===== src/rtl/cchw_audio_pkg.sv =====
// rtl/cchw_audio_pkg.sv - shared types and widths for the codec sample path
package cchw_audio_pkg;

    typedef enum logic [1:0] {
        IDLE   = 2'd0,
        READ   = 2'd1,
        SETTLE = 2'd2
    } seq_state_t;

    localparam int CODEC_W = 24;
    localparam int MIX_W   = 25;
    localparam int DROP_W  = 8;

    function automatic logic [DROP_W-1:0] sat_inc(input logic [DROP_W-1:0] v);
        return (&v) ? v : v + 1'b1;
    endfunction

endpackage


===== src/rtl/sample_fifo.sv =====
// rtl/sample_fifo.sv - shift-register FIFO with registered head and full/empty flags
module sample_fifo #(
    parameter int W     = 16,
    parameter int DEPTH = 4
) (
    input  logic         clk,
    input  logic         rst_n,
    input  logic         s_tvalid,
    input  logic [W-1:0] s_tdata,
    output logic [W-1:0] m_tdata,
    output logic         m_tvalid,
    input  logic         m_tready,
    output logic         overflow
);

    localparam int AW = $clog2(DEPTH);
    localparam int CW = AW + 1;

    logic [W-1:0]  mem [DEPTH];
    logic [CW-1:0] count;
    logic [CW-1:0] count_next;
    logic [AW-1:0] wr_idx;
    logic          empty_q;
    logic          full_q;
    logic          pop;
    logic          push;

    // A pop in the same cycle frees a slot, so a full FIFO can still accept.
    always_comb begin
        pop        = !empty_q && m_tready;
        push       = s_tvalid && (!full_q || pop);
        overflow   = s_tvalid && full_q && !pop;
        count_next = count + CW'(push) - CW'(pop);
        wr_idx     = count[AW-1:0] - AW'(pop);
    end

    always_ff @(posedge clk or negedge rst_n) begin
        if (!rst_n) begin
            count   <= '0;
            empty_q <= 1'b1;
            full_q  <= 1'b0;
            for (int i = 0; i < DEPTH; i++) mem[i] <= '0;
        end else begin
            if (pop) begin
                for (int i = 0; i < DEPTH - 1; i++) mem[i] <= mem[i+1];
            end
            if (push) mem[wr_idx] <= s_tdata;
            count   <= count_next;
            empty_q <= (count_next == '0);
            full_q  <= (count_next == CW'(DEPTH));
        end
    end

    assign m_tdata  = mem[0];
    assign m_tvalid = !empty_q;

endmodule


===== src/rtl/codec_sample_sequencer.sv =====
// rtl/codec_sample_sequencer.sv - codec pop sequencer, L/R mixer, decimating averager
module codec_sample_sequencer
    import cchw_audio_pkg::*;
#(
    parameter int N          = 16,
    parameter int DECIM_LOG2 = 0,
    parameter int FIFO_DEPTH = 4
) (
    input  logic               clk,
    input  logic               rst,
    input  logic               enable,
    input  logic               read_ready,
    input  logic [CODEC_W-1:0] readdata_left,
    input  logic [CODEC_W-1:0] readdata_right,
    output logic               read,
    output logic [N-1:0]       sample_out,
    output logic               sample_valid,
    input  logic               sample_ready,
    output logic [DROP_W-1:0]  drop_count
);

    localparam int AW = MIX_W + DECIM_LOG2;
    localparam int CW = (DECIM_LOG2 == 0) ? 1 : DECIM_LOG2;
    localparam logic [CW-1:0] LAST = CW'((1 << DECIM_LOG2) - 1);

    seq_state_t              state;
    logic [CODEC_W-1:0]      left_q;
    logic [CODEC_W-1:0]      right_q;
    logic [CW-1:0]           frame_cnt;
    logic signed [MIX_W-1:0] sum;
    logic signed [AW-1:0]    acc;
    logic signed [AW-1:0]    acc_next;
    logic signed [AW-1:0]    res;
    logic                    push;
    logic [N-1:0]            push_data;
    logic                    overflow;

    assign sum       = $signed({left_q[CODEC_W-1], left_q}) + $signed({right_q[CODEC_W-1], right_q});
    assign acc_next  = acc + AW'(sum);
    assign res       = acc_next >>> DECIM_LOG2;
    assign push      = (state == SETTLE) && (frame_cnt == LAST);
    assign push_data = res[MIX_W-1 -: N];
    assign read      = (state == READ);

    // The codec is popped regardless of FIFO space; a full FIFO only drops.
    always_ff @(posedge clk or negedge rst) begin
        if (!rst) begin
            state      <= IDLE;
            left_q     <= '0;
            right_q    <= '0;
            acc        <= '0;
            frame_cnt  <= '0;
            drop_count <= '0;
        end else begin
            if (overflow) drop_count <= sat_inc(drop_count);
            case (state)
                IDLE: begin
                    if (!enable) begin
                        acc       <= '0;
                        frame_cnt <= '0;
                    end
                    if (read_ready && enable) state <= READ;
                end
                READ: begin
                    left_q  <= readdata_left;
                    right_q <= readdata_right;
                    state   <= SETTLE;
                end
                SETTLE: begin
                    if (frame_cnt == LAST) begin
                        acc       <= '0;
                        frame_cnt <= '0;
                    end else begin
                        acc       <= acc_next;
                        frame_cnt <= frame_cnt + 1'b1;
                    end
                    state <= IDLE;
                end
                default: state <= IDLE;
            endcase
        end
    end

    sample_fifo #(
        .W     (N),
        .DEPTH (FIFO_DEPTH)
    ) u_fifo (
        .clk      (clk),
        .rst_n    (rst),
        .s_tvalid (push),
        .s_tdata  (push_data),
        .m_tdata  (sample_out),
        .m_tvalid (sample_valid),
        .m_tready (sample_ready),
        .overflow (overflow)
    );

endmodule

===== config.mk =====
export PLATFORM = sky130hd
export DESIGN_NAME = codec_sample_sequencer
export DESIGN_NICKNAME = d
export VERILOG_FILES = /design/src/rtl/cchw_audio_pkg.sv /design/src/rtl/sample_fifo.sv /design/src/rtl/codec_sample_sequencer.sv
export SDC_FILE = /design/constraint.sdc
export NUM_CORES = 1
export LEC_CHECK = 0
export CORE_AREA = 8 8 126 128
export CTS_CLUSTER_DIAMETER = 60
export DETAILED_ROUTE_END_ITERATION = 10
export DIE_AREA = 0 0 134 136
export PLACE_DENSITY = 0.72
export SYNTH_ARGS = -nofsm -noshare
export SYNTH_HDL_FRONTEND = slang
export SYNTH_SLANG_ARGS = --single-unit

===== constraint.sdc =====
create_clock -name clk -period 8.2 [get_ports clk]
set_input_delay 1.64 -clock clk [delete_from_list [all_inputs] [get_ports clk]]
set_output_delay 1.64 -clock clk [all_outputs]
set_load 0.005 [all_outputs]

final_placement.png
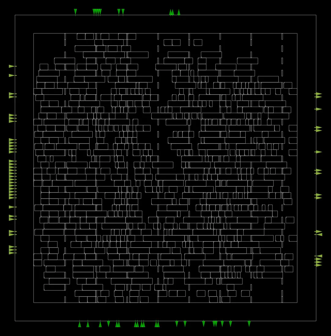
flop share of the area: 0.387
Core Util, Final: 0.586
Tap Cells: 184

wire_density.png
Scale bar: 50 µm. 27 x 27 tiles, from black (low) to pale yellow (high), scaled to the fullest tile. Values are wire area over tile area, all layers added.
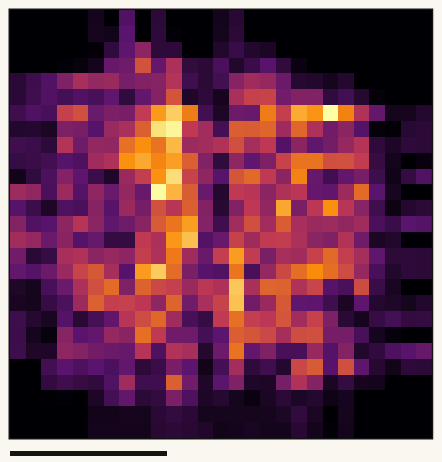
tiles over half the peak	17%
nearly empty tiles	18%
fullest tile	0.47
mean over tiles	0.12
emptiest ninth of the die	upper right
densest ninth of the die	centre

cell_classes.png
Fill, decap, tap and diode cells in grey.
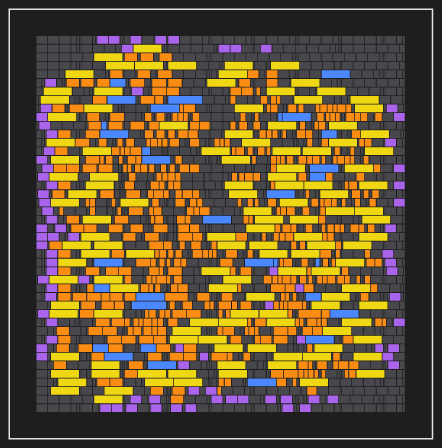
colour	class	cells	share of their area
purple	other buffers and delay cells	84	10%
orange	all other logic	464	42%
yellow	flops	127	40%
blue	clock drivers and dummy loads	31	7.6%

registers.png
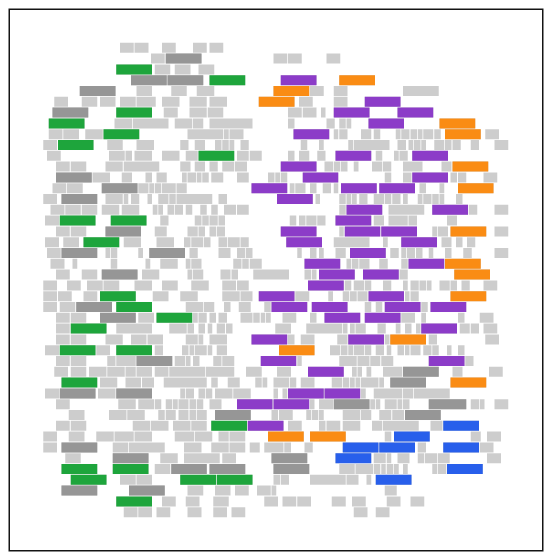
colour	name in the netlist	sequential cells
purple	`u_fifo.mem`	48
orange	`u_fifo.m_tdata`	16
blue	`drop_count`	8
green	`left_q`	24

==> impl_metrics.toml <==
# synthesis and place-and-route metrics
[clock_network]
postCtsSetupRepairBufs = 0
clock_latency_ns = 0.42

[final_timing]
layout_setup_ws_ns = 3.67
hold_violations = 0
relSlewSlack = 0.190
post-route-min-period_ns = 4.53

[detailed_routing]
dr.pass1.iters = 5

[logic_synthesis]
ys_sh_simple = 0.114
top_area_cell = "dfrtp_1"
ys_sh_aoi = 0.147
logic_family = "AND-OR/OR-AND gates"
mux_share = 0.105

[power_and_ir_drop]
comb_power_uw = 1260
p_switching_uw = 1080

[status]
status = "complete, no violations"

[global_route]
grtUsageMet1 = 0.209
globalRoute.busiestLayer = "met2"

[cells_and_area]
bufAreaShareNonClock = 0.100
ff_count = 127

[floorplan]
rows = 44
